==> run_1/gates.png <==
The bar under the picture is 20 µm long.
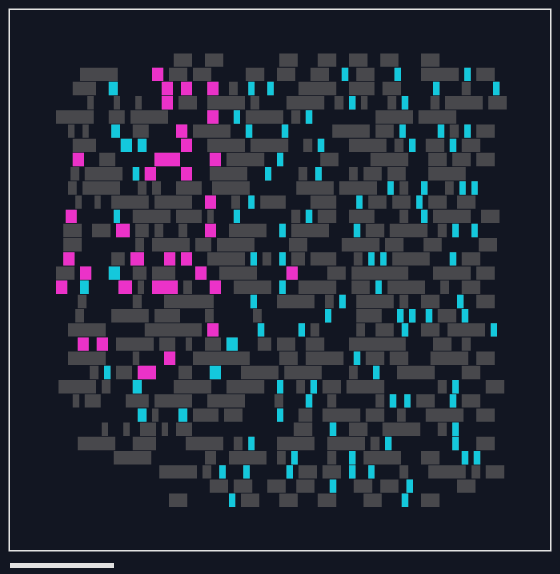
==> run_1/placed.png <==
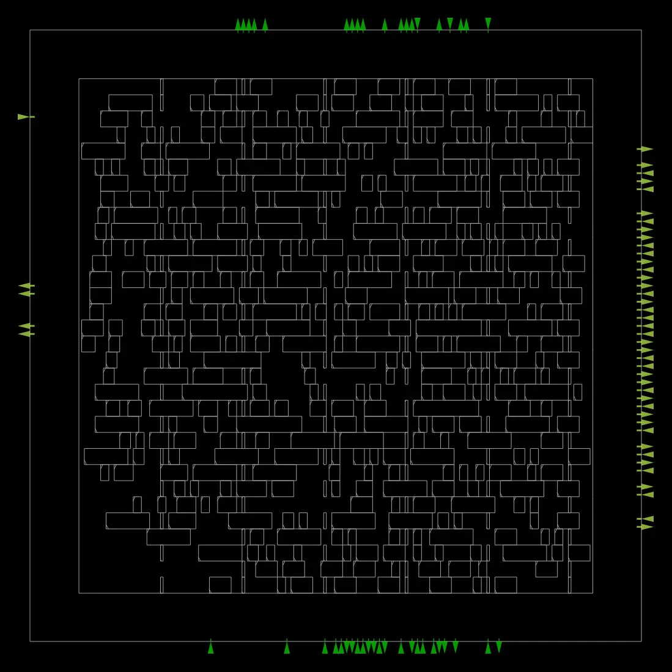
==> run_1/util_map.png <==
The die is cut into 10 by 10 equal tiles; black is low, pale yellow is high, 0 to 100% covered.
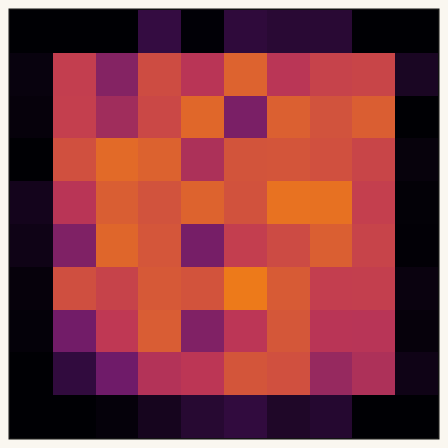
## config.mk

```make
export PLATFORM = sky130hd
export DESIGN_NAME = readout_stream
export DESIGN_NICKNAME = d
export VERILOG_FILES = /design/src/rtl/readout_stream.sv
export SDC_FILE = /design/constraint.sdc
export NUM_CORES = 1
export LEC_CHECK = 0
export ABC_AREA = 0
export CAP_MARGIN = 20
export CELL_PAD_IN_SITES_DETAIL_PLACEMENT = 1
export CELL_PAD_IN_SITES_GLOBAL_PLACEMENT = 1
export CORE_MARGIN = 8
export CORE_UTILIZATION = 35
export CTS_CLUSTER_SIZE = 25
export DETAILED_ROUTE_END_ITERATION = 8
export PLACE_DENSITY_LB_ADDON = 0.1
export SETUP_SLACK_MARGIN = 0.2
export SLEW_MARGIN = 20
export SYNTH_ARGS = -nofsm -noshare
export SYNTH_HDL_FRONTEND = slang
export SYNTH_SLANG_ARGS = --single-unit
```

## constraint.sdc

```tcl
create_clock -name i_clk -period 5 [get_ports i_clk]
set_clock_uncertainty 0.2 [all_clocks]
set_input_delay 1.5 -clock i_clk [delete_from_list [all_inputs] [get_ports i_clk]]
set_output_delay 1.5 -clock i_clk [all_outputs]
set_load 0.02 [all_outputs]
```

## src/rtl/readout_stream.sv

```systemverilog
// readout_stream: waits for a cell readout cycle to start and finish, then scans the
// whole snapshot RAM and emits every populated entry as an (index, data, valid) beat.
// Latency 2 cycles per address, 1 address per cycle; no backpressure, every beat must be taken.
// Ports: i_clk, i_reset (sync, active-high); i_readout_active / i_readout_valid start a scan;
//        o_readout_address -> i_readout_data / i_readout_present (1-cycle RAM read latency);
//        o_packet_index / o_packet_data / o_packet_valid carry the emitted beats.
module readout_stream #(
  parameter int ADDR_WIDTH = 9,
  parameter int DATA_WIDTH = 32,
  parameter int TIMEOUT    = 50
) (
  input  logic                  i_clk,
  input  logic                  i_reset,
  input  logic                  i_readout_active,
  input  logic                  i_readout_valid,
  input  logic                  i_readout_present,
  output logic [ADDR_WIDTH-1:0] o_readout_address,
  input  logic [DATA_WIDTH-1:0] i_readout_data,
  output logic [ADDR_WIDTH-1:0] o_packet_index,
  output logic [DATA_WIDTH-1:0] o_packet_data,
  output logic                  o_packet_valid
);

  typedef enum logic [1:0] {
    IDLE       = 2'd0,
    ACTIVE     = 2'd1,
    WAIT_VALID = 2'd2,
    STREAM     = 2'd3
  } state_t;

  localparam int TW = $clog2(TIMEOUT + 1);
  // Scan counter needs room for 2^ADDR_WIDTH issue cycles plus 2 drain cycles.
  localparam int SW = ADDR_WIDTH + 2;
  localparam logic [TW-1:0] TO_LAST    = TW'(TIMEOUT - 1);
  localparam logic [SW-1:0] SCAN_ADDRS = SW'(2 ** ADDR_WIDTH);
  localparam logic [SW-1:0] SCAN_LAST  = SW'(2 ** ADDR_WIDTH + 1);

  state_t                r_state;
  state_t                w_state_nxt;
  logic                  r_active_d;
  logic [TW-1:0]         r_to_cnt;
  logic [SW-1:0]         r_scan_cnt;
  logic                  r_rd_vld;
  logic [ADDR_WIDTH-1:0] r_rd_idx;
  logic                  w_active_rise;
  logic                  w_issue;

  // A read is issued only during the first 2^ADDR_WIDTH STREAM cycles; the last two
  // STREAM cycles only drain the RAM and output registers.
  always_comb begin
    w_active_rise     = i_readout_active & ~r_active_d;
    w_issue           = (r_state == STREAM) && (r_scan_cnt < SCAN_ADDRS);
    o_readout_address = w_issue ? r_scan_cnt[ADDR_WIDTH-1:0] : '0;
  end

  always_comb begin
    w_state_nxt = r_state;
    case (r_state)
      IDLE: begin
        // Only a fresh edge of readoutActive arms the block; a lingering valid level does not.
        if (w_active_rise) w_state_nxt = ACTIVE;
      end
      ACTIVE: begin
        if (i_readout_valid)        w_state_nxt = STREAM;
        else if (!i_readout_active) w_state_nxt = WAIT_VALID;
      end
      WAIT_VALID: begin
        if (i_readout_valid)            w_state_nxt = STREAM;
        else if (r_to_cnt == TO_LAST)   w_state_nxt = IDLE;
      end
      STREAM: begin
        if (r_scan_cnt == SCAN_LAST) w_state_nxt = IDLE;
      end
      default: w_state_nxt = IDLE;
    endcase
  end

  always_ff @(posedge i_clk) begin
    if (i_reset) r_state <= IDLE;
    else         r_state <= w_state_nxt;
  end

  always_ff @(posedge i_clk) begin
    if (i_reset) begin
      r_active_d     <= 1'b0;
      r_to_cnt       <= '0;
      r_scan_cnt     <= '0;
      r_rd_vld       <= 1'b0;
      r_rd_idx       <= '0;
      o_packet_valid <= 1'b0;
      o_packet_index <= '0;
      o_packet_data  <= '0;
    end else begin
      r_active_d <= i_readout_active;
      // Both counters sit at zero outside their own state, so entry needs no explicit clear.
      r_to_cnt   <= (r_state == WAIT_VALID) ? r_to_cnt + 1'b1 : '0;
      r_scan_cnt <= (r_state == STREAM && w_state_nxt == STREAM) ? r_scan_cnt + 1'b1 : '0;
      // Stage 1 remembers which address the RAM is answering this cycle.
      r_rd_vld   <= w_issue;
      r_rd_idx   <= o_readout_address;
      // Stage 2 registers the beat; absent entries never strobe.
      o_packet_valid <= r_rd_vld & i_readout_present;
      if (r_rd_vld && i_readout_present) begin
        o_packet_index <= r_rd_idx;
        o_packet_data  <= i_readout_data;
      end
    end
  end

endmodule

```

==> results.txt, run 1 <==
Flow results follow.

Buffers inserted to repair hold after CTS numbered 0. The final layout contains a sequential cell count of 72. The flow ran to the end, and the final reports show no timing, DRC or antenna violations. The register with the most flip-flops is o_packet_data.

At floorplan, the net count of the design was reported as 353. Internal power comes to 1.007 mW. The instance count along the most critical hold path is 2. The cell count after placement is 486. The first detailed-routing pass took 4 iterations. The number of clock sinks is 72. Of all nets on the critical path, the largest fanout is 19.

The fraction of power consumed by the clock network is 0.486. In the final routed layout, each cell accounts on average for 14.95 µm. The clock latency on the worst-skew pair is 340 ps. The element type at the critical path start is a flop. The cell count listed in synth_stat.txt is 312. The post-place instance area is 3621 µm². The largest net degree at the start of global routing is 47. The delay of the slowest critical-path stage is 710 ps. The flip-flop count of the largest register, all copies and words added is 32. After the last flow step, the layout net total stands at 436. After synthesis the cells add up to 2676 µm².

The die height is 103.4 µm. The number of max-slew violations in the final report is 0. Looking at the global route congestion table, the highest-usage layer is met2. The cell family contributing the most delay on the critical path is simple AND/OR/NAND/NOR gates. The final timing report derives a shortest allowable period of 4268 ps. Measured on the final layout, buffering overhead outside the clock network stands at 0.2297. The number of antenna violations at the first check in global routing is 0. The cell group occupying the most layout area is registers. The die covers 10700 µm². The reg-to-reg startpoint is r_scan_cnt[0]$_SDFF_PP0_. The worst-path cell with the longest stage delay is nor3b_2. The met1 routing resource usage after global routing is 0.1709. TritonCTS built the clock tree. The synthesized netlist has a Yosys-reported chip area of 2676 µm². The wire length on met2 is 3555 µm.

Looking at the group totals, the largest power group turns out to be the clock network. Power spread over the standard cell area amounts to 322.1 nW/µm². The area of all placed cells without fillers is 3889 µm².

The inverter count of the layout excluding clock inverters is 6. Once synthesis finished, the tally of register bits stood at 72. In this run, power in flip-flops and latches comes to 582 µW.

Of the cells placed in the final design, the portion with a size suffix greater than 1 is 0.06250. On met2, the global router reports a usage of 0.2387. The post-cts gate resize count is 0. Looking at the reg2reg group, the worst path ends at r_scan_cnt[3]$_SDFF_PP0_. The worst setup path is of the flop to output pin kind. The clock passes through at most 2 buffers.

The proportion of total power due to net switching is 0.1958. The headroom to the max-slew limit is 0.4471. The half-perimeter wire length after detailed placement is 5222 µm. The count of endpoints failing hold in the final timing report is 0. Walking the critical path from launch to capture passes 4 cell instances. The number of warnings issued by yosys is 0. In this run the most critical hold path is launched from r_rd_idx[7]$_SDFF_PP0_.

The fmax is 0.2343 GHz. Counting both buffers and inverters, the worst setup path holds a total of 1. The final timing report gives a worst setup slack of 731.6 ps. The data required time reported for the critical path is 3300 ps. In the per-layer summary, the met1 wirelength comes to 3412 µm.

The share of total power dissipated in sequential elements is 0.465. The register area share after synthesis is 0.5386. The fraction of power consumed by combinational cells is 0.049. Summed over all layers, the routed wires come to 7507 µm.

The transition time at the pin with the least slew margin is 825.7 ps. Across all hold checks on the routed design, the worst slack comes to 239.4 ps. Detailed routing inserted a total of 2361 vias.
Notes on gates.png above:
and/or cells: marked magenta, cells 33. nand cells: marked cyan, cells 97.
final std cells w/o fill: 502
multi-input gate share of the layout cell area: 0.2921
commonest non-fill, non-tap cell in the layout: clkdlybuf4s50_1

Notes on placed.png above:
core outline area: 7567 µm²
final core occ: 0.5139
placement row count: 32
sequential cell area share: 0.3707

Notes on util_map.png above:
The emptiest ninth of the die: south-west. The densest ninth of the die: centre. The fullest tile reaches 70%. The mean over all tiles is 35%. 21% of the tiles are nearly empty.
core utilization at floorplan: 0.3537

==> run 1: cells by family (layout without fill, tap and decap cells) <==
kind of cell | Yosys count | in the layout | share of synthesized area
AND-OR/OR-AND | 61 | 61 | 0.1300
XOR/XNOR | 6 | 6 | 0.01964
adder cells (fa/ha/maj) | 4 | 4 | 0.01870
buffers and inverters | 24 | 112 | 0.03693
flip-flops | 72 | 72 | 0.5386
AND/OR/NAND/NOR | 145 | 145 | 0.2562
==> run 1: cells in the mapped netlist, drive strengths merged (5+ instances only) <==
cell type | n | share of area
a21oi | 49 | 0.092
and2 | 12 | 0.028
and3 | 9 | 0.021
buf | 5 | 0.010
clkbuf | 13 | 0.018
dfxtp | 72 | 0.54
inv | 6 | 0.0084
nand2 | 86 | 0.12
nand3 | 7 | 0.013
nor2 | 11 | 0.015
==> run 2: changes to the inputs <==
--- a/config.mk
+++ b/config.mk
@@ -9,6 +9,7 @@
 export CAP_MARGIN = 20
 export CELL_PAD_IN_SITES_DETAIL_PLACEMENT = 1
 export CELL_PAD_IN_SITES_GLOBAL_PLACEMENT = 1
+export CORE_ASPECT_RATIO = 1.5
 export CORE_MARGIN = 8
 export CORE_UTILIZATION = 35
 export CTS_CLUSTER_SIZE = 25
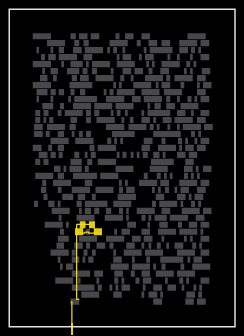
(run_2/port_trees.png)
i_readout_valid: marked yellow, direction input, end cells 4, buffers 1, wire 55.4 µm.
I/O pin total: 88
Port Buffers: 87

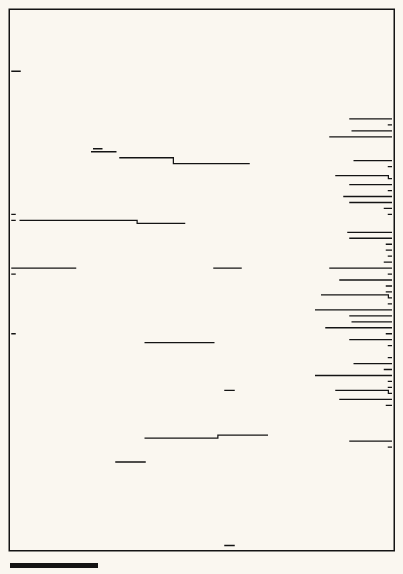
(run_2/m3.png)
The bar under the picture is 20 µm long.
The layer carries 442 µm of wire. 54 nets have wire on it. The wires run mostly horizontal. The layer holds 5.9% of the routed length. The longest straight run is 26.7 µm.
met3 demand-to-capacity share in global routing: 0.04391
Post-Route WL: 7434 µm
vias after detailed routing: 2428

==> run 2 against run 1 <==
  * Count of clock-buffer cells in the layout up 3
  * Die area up 0.54%
  * Sequential power about the same
  * Largest cell class unchanged
  * Critical path type unchanged
  * Sequential cell count did not move
  * Non-clock buffer count unchanged
  * Register-to-register slack about the same
  * Largest power group unchanged
  * Routed wire length fell by 0.97%
==> results.txt, run 2 <==
Flow results follow.

Per the OpenROAD floorplan log, the area of the core is 7515 µm². The worst hold margin is 235.4 ps. The setup TNS after final layout is 0 ps. The delay of the slowest critical-path stage is 670 ps.

The busiest layer in global routing is met2. The floorplan step defined a die boundary enclosing 10760 µm². The leakage power in the latest report is 1.355 nW. The required time at the worst endpoint is listed as 3300 ps.

The critical setup path kind is flop to output pin. The total internal power is 1.026 mW. The synthesis stats list as the most numerous cell nand2_1.

Clock tree synthesis found a total of 72 sinks. The cell family contributing the most delay on the critical path is simple AND/OR/NAND/NOR gates. Of the cells placed in the final design, the portion with a size suffix greater than 1 is 0.06000. The switching portion of total power comes to 0.1968. The register with the most flip-flops is o_packet_data. The reg-to-reg startpoint is r_scan_cnt[0]$_SDFF_PP0_. Looking at the clock tree report, the maximum root-to-sink buffer count equals 2. The number of antenna violations at the first check in global routing was 0. The largest net degree at the start of global routing is 47. The count of endpoints failing hold in the final timing report is 0. The TritonCTS clock tree is yes. For this run, the chip area from Yosys synthesis comes to 2676 µm².

The die height is 123.1 µm. The ratio of total power to cell area is 326.1 nW/µm². The maximum net fanout on the critical path is 19. Looking at the group totals, the largest power group turns out to be the clock network. The first detailed-routing pass took 4 iterations. For reference, the top cells by area after synthesis are dfxtp_1, nand2_1, a21oi_1, and2_1, and3_1. The share of total power dissipated in combinational logic is 0.047. The cell count after placement is 486. Subtracting the final worst setup slack from the clock period gives 4195 ps. The flow ran to the end, and the final reports show no timing, DRC or antenna violations. The met1 routing resource usage after global routing is 0.1605. The instance count along the most critical hold path is 2. The synthesized flop and latch total is 72.

The highest clock rate this design can be run at is 0.2384 GHz. The headroom to the max-slew limit is 0.4810. In this run the cell area of the synthesized design comes to 2676 µm².

For reference, the top cells by count after synthesis are nand2_1, dfxtp_1, a21oi_1, clkbuf_1, and2_1. The slowest stage of the critical path is the nor3b_2 cell. The share of the Yosys chip area taken by registers is 0.5386. Together, buffers and inverters on the worst path number 1. In this run the clock root is driven by a clkbuf_16. STA classifies the critical path startpoint as a flop. Summed over all nets, wire length on met2 after detailed routing comes to 3773 µm.

The wire length on met1 is 3105 µm. The post-layout instance count excluding filler cells is 502. Per the synth stats, the proportion of register bits with asynchronous set or reset is 0. Counting every net in the synthesized netlist gives 353. The clock latency on the worst-skew pair is 320 ps. After detailed placement, the total cell area comes to 3616 µm².

The number of max-slew violations in the final report is 0. Yosys printed 0 warnings. The finished design was reported to have a net count of 436. The worst-case setup margin in the final layout is 805.1 ps.

The timing report lists the critical path depth as 4 cells. The area share of the largest cell type after synthesis is 0.5386. The met2 usage in global routing is 0.2412. The initialized floorplan defines 39 standard-cell rows. The reported sequential group power is 584 µW.

For the worst reg-to-reg path, the endpoint reported by OpenROAD is r_scan_cnt[2]$_SDFF_PP0_. The half-perimeter wire length after detailed placement is 5400 µm. The most area-hungry cell type in the Yosys netlist is dfxtp_1. In the Yosys report the total cell count is 312. The post-cts gate resize count is 0. The power share of the sequential group is 0.457.

The worst min-delay path startpoint is r_rd_idx[3]$_SDFF_PP0_. The total of hold buffers inserted after clock tree synthesis is 0. Once layout is done, the placed cells without fillers occupy 3916 µm². At the pin with the least slew margin, the transition time is 775.1 ps. The register with the most flip-flops in the layout has 32 of them.
## run 2: cell counts after synthesis
Identical to the previous run, type by type.
## run 2: layout make-up
class                           count  area (µm²)  share of cell area
Multi-Input combinational cell    216        1136              0.2901
Inverter                            6       22.52            0.005751
Timing Repair Buffer               90       888.4              0.2268
Clock inverter                      3       40.04             0.01022
Tap cell                          102       127.6             0.03259
Clock buffer                       13       260.3             0.06645
Sequential cell                    72        1441              0.3681
## run 2: worst min-delay path, stage by stage (launching register included)
cell	delay, ps
dfxtp_1	290
nand2_1	50
a21oi_1	50
## run 2: kinds of logic after synthesis
logic type | share of synthesized area
adders and majority gates | 0.01870
buffers and inverters | 0.03693
xor gates and xnor gates | 0.01964
AOI/OAI and AO/OA | 0.1300
and+or+nand+nor | 0.2562
DFF | 0.5386
==> run 3: changes to the inputs <==
--- a/config.mk
+++ b/config.mk
@@ -11,7 +11,7 @@
 export CELL_PAD_IN_SITES_GLOBAL_PLACEMENT = 1
 export CORE_ASPECT_RATIO = 1.5
 export CORE_MARGIN = 8
-export CORE_UTILIZATION = 35
+export CORE_UTILIZATION = 33
 export CTS_CLUSTER_SIZE = 25
 export DETAILED_ROUTE_END_ITERATION = 8
 export PLACE_DENSITY_LB_ADDON = 0.1
==> constraint.sdc (replaced) <==
create_clock -name i_clk -period 4 [get_ports i_clk]
set_clock_uncertainty 0.2 [all_clocks]
set_input_delay 1.2 -clock i_clk [delete_from_list [all_inputs] [get_ports i_clk]]
set_output_delay 1.2 -clock i_clk [all_outputs]
set_load 0.02 [all_outputs]
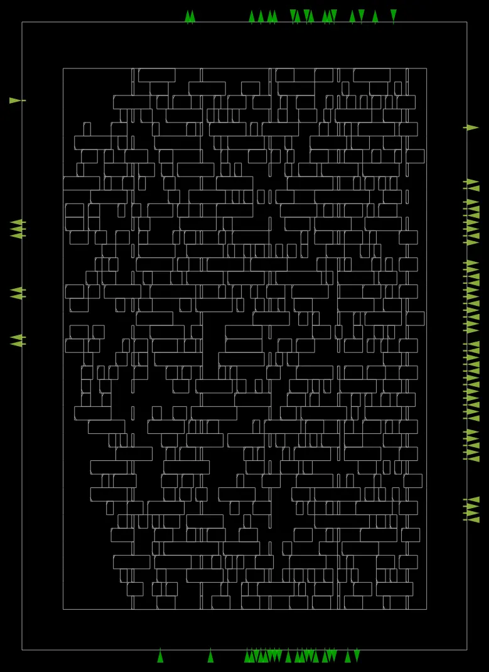
(run_3/placed.png)
number of sequential storage elements: 72
final core occ: 0.5024
core outline area: 7958 µm²
sequential cell area share: 0.3606

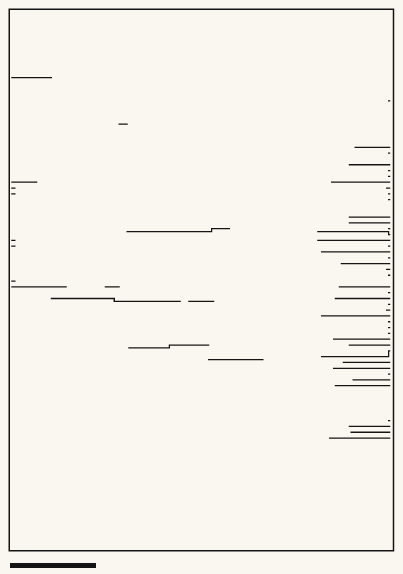
(run_3/m3.png)
The bar under the picture is 20 µm long.
The wires run mostly horizontal. 52 nets have wire on it.
vias after detailed routing: 2407
met3 demand-to-capacity share in global routing: 0.03943
Post-Route WL: 7553 µm

==> run 3 against run 2 <==
  * Global-route usage down 0.64 points
  * Design area up 2.1%
  * Count of clock-buffer cells in the layout fell by 2
  * Routed wire length up 1.6%
  * Area after synthesis is the same
  * Cell count is 0.80% higher
  * Synthesized cell count did not move
  * Setup slack got worse by 410 ps
  * Critical path type unchanged
==> results.txt, run 3 <==
Flow results follow.

The run finished with clean final reports. The placement report lists the number of port buffers as 87. The number of clock sinks is 72. The share of final-layout standard cells stronger than drive strength 1 is 0.06234. The critical path endpoint has a required time of 2600 ps. The ratio of total power to cell area is 430.0 nW/µm². Setup total negative slack on the finished layout was measured at 0 ps. For the finished layout, the period the worst path requires is 3604 ps.

Of the total power, the clock network draws 0.530. The most area-hungry cell type in the Yosys netlist is dfxtp_1. The number of antenna violations at the first check in global routing is 0. The largest register by flop count is o_packet_data. The power share of the sequential group is 0.424. In this run, the synthesized area fraction spent on AND-OR/OR-AND gates is recorded as 0.1300. Of all the cell area in the finished design, non-clock buffers hold 0.2285. Of the synthesized area, sequential elements account for 0.5386. Cell internal power was estimated by the tool at 1.395 mW.

The reported sequential group power is 729 µW. The clock buffer and inverter area fraction after layout is 0.08670. By area, registers come first. Sorting the synthesized cells by how often they occur yields nand2_1, dfxtp_1, a21oi_1, clkbuf_1, and2_1. The headroom to the max-slew limit is 0.6197. The sequential cells in the finished layout cover a total of 1441 µm². The post-place instance area is 3645 µm².

The fmax is 0.2775 GHz. The netlist area before placement is 2676 µm². The post-cts gate resize count is 0. The cell count after placement is 490.

The count of endpoints failing hold in the final timing report is 0. The area taken by multi-input logic gates is 1142 µm². Yosys instantiated no cell more often than nand2_1. The area share of the largest cell type after synthesis is 0.5386. The number of cells reported by Yosys stat comes to 312. The fraction of power consumed by combinational cells is 0.045. The delay of the slowest critical-path stage is 610 ps. The total of hold buffers inserted after clock tree synthesis is 0. The parity-gate share of the synthesized area counting xor and xnor cells is 0.01964. The critical path is of the flop to output pin type. The top power group is the clock network. After routing the design area is 3998 µm². For reference, the placement row count at floorplan is 40. For the worst-skew pair, the clock arrives at the later sink with an insertion delay of 320 ps.

The area figure in the yosys stat output is 2676 µm². In this run the static leakage power is 1.381 nW. Per the timing report, the most critical flop-to-flop path finishes at r_scan_cnt[4]$_SDFF_PP0_. For reference, the mux area share after synthesis is 0. According to the cell report, the number of logic gates is 216. The final layout contains 437 nets.

The half-perimeter wire length after detailed placement is 5374 µm. TritonCTS built the clock tree. The pin closest to its max-slew limit shows a slew of 569.0 ps.

The number of warnings issued by yosys is 0. The logic gate fraction of the total cell area is 0.2858. The die height is 126.3 µm.

Synthesis inferred 72 register bits. The critical path maximum fanout is 10. According to the I/O placement log, the pin count is 88. The element type at the critical path start is a flop.

Per the hold report, the tightest min-delay path originates at r_rd_idx[5]$_SDFF_PP0_. The detailed-router iteration count before antenna repair is 4. In the final routed layout, each cell accounts on average for 14.93 µm. The register with the most flip-flops in the layout has 32 of them.
run 3: critical path: cells and delay by family, from the launching register on:
kind,cells,cell delay (ps)
buffers and inverters,1,610
AND/OR/NAND/NOR,3,850
flip-flops,1,430
run 3: metrics by stage:
stage | hold slack (ps) | power (mW) | worst slack, ps
final | 232.6 | 1.719 | 395.8
after global routing | 244.2 | 1.783 | 261.9
after CTS | 234.4 | 1.747 | 239.1
after detailed placement | 228.4 | 0.8228 | 618.0
after global placement | 222.7 | 0.8214 | 670.6
after floorplan | 217.4 | 0.7719 | 1211
run 3: routing by layer:
metal | vias to the layer above | track usage | routed length (µm)
li1 | 1206 | - | -
met3 | 7 | 0.03943 | 404
met2 | 60 | 0.2339 | 3863
met1 | 1134 | 0.1514 | 3204
met5 | - | 0 | 0
met4 | 0 | 0.05610 | 81
No activity file was given, so power comes from the tool's default toggle rates.
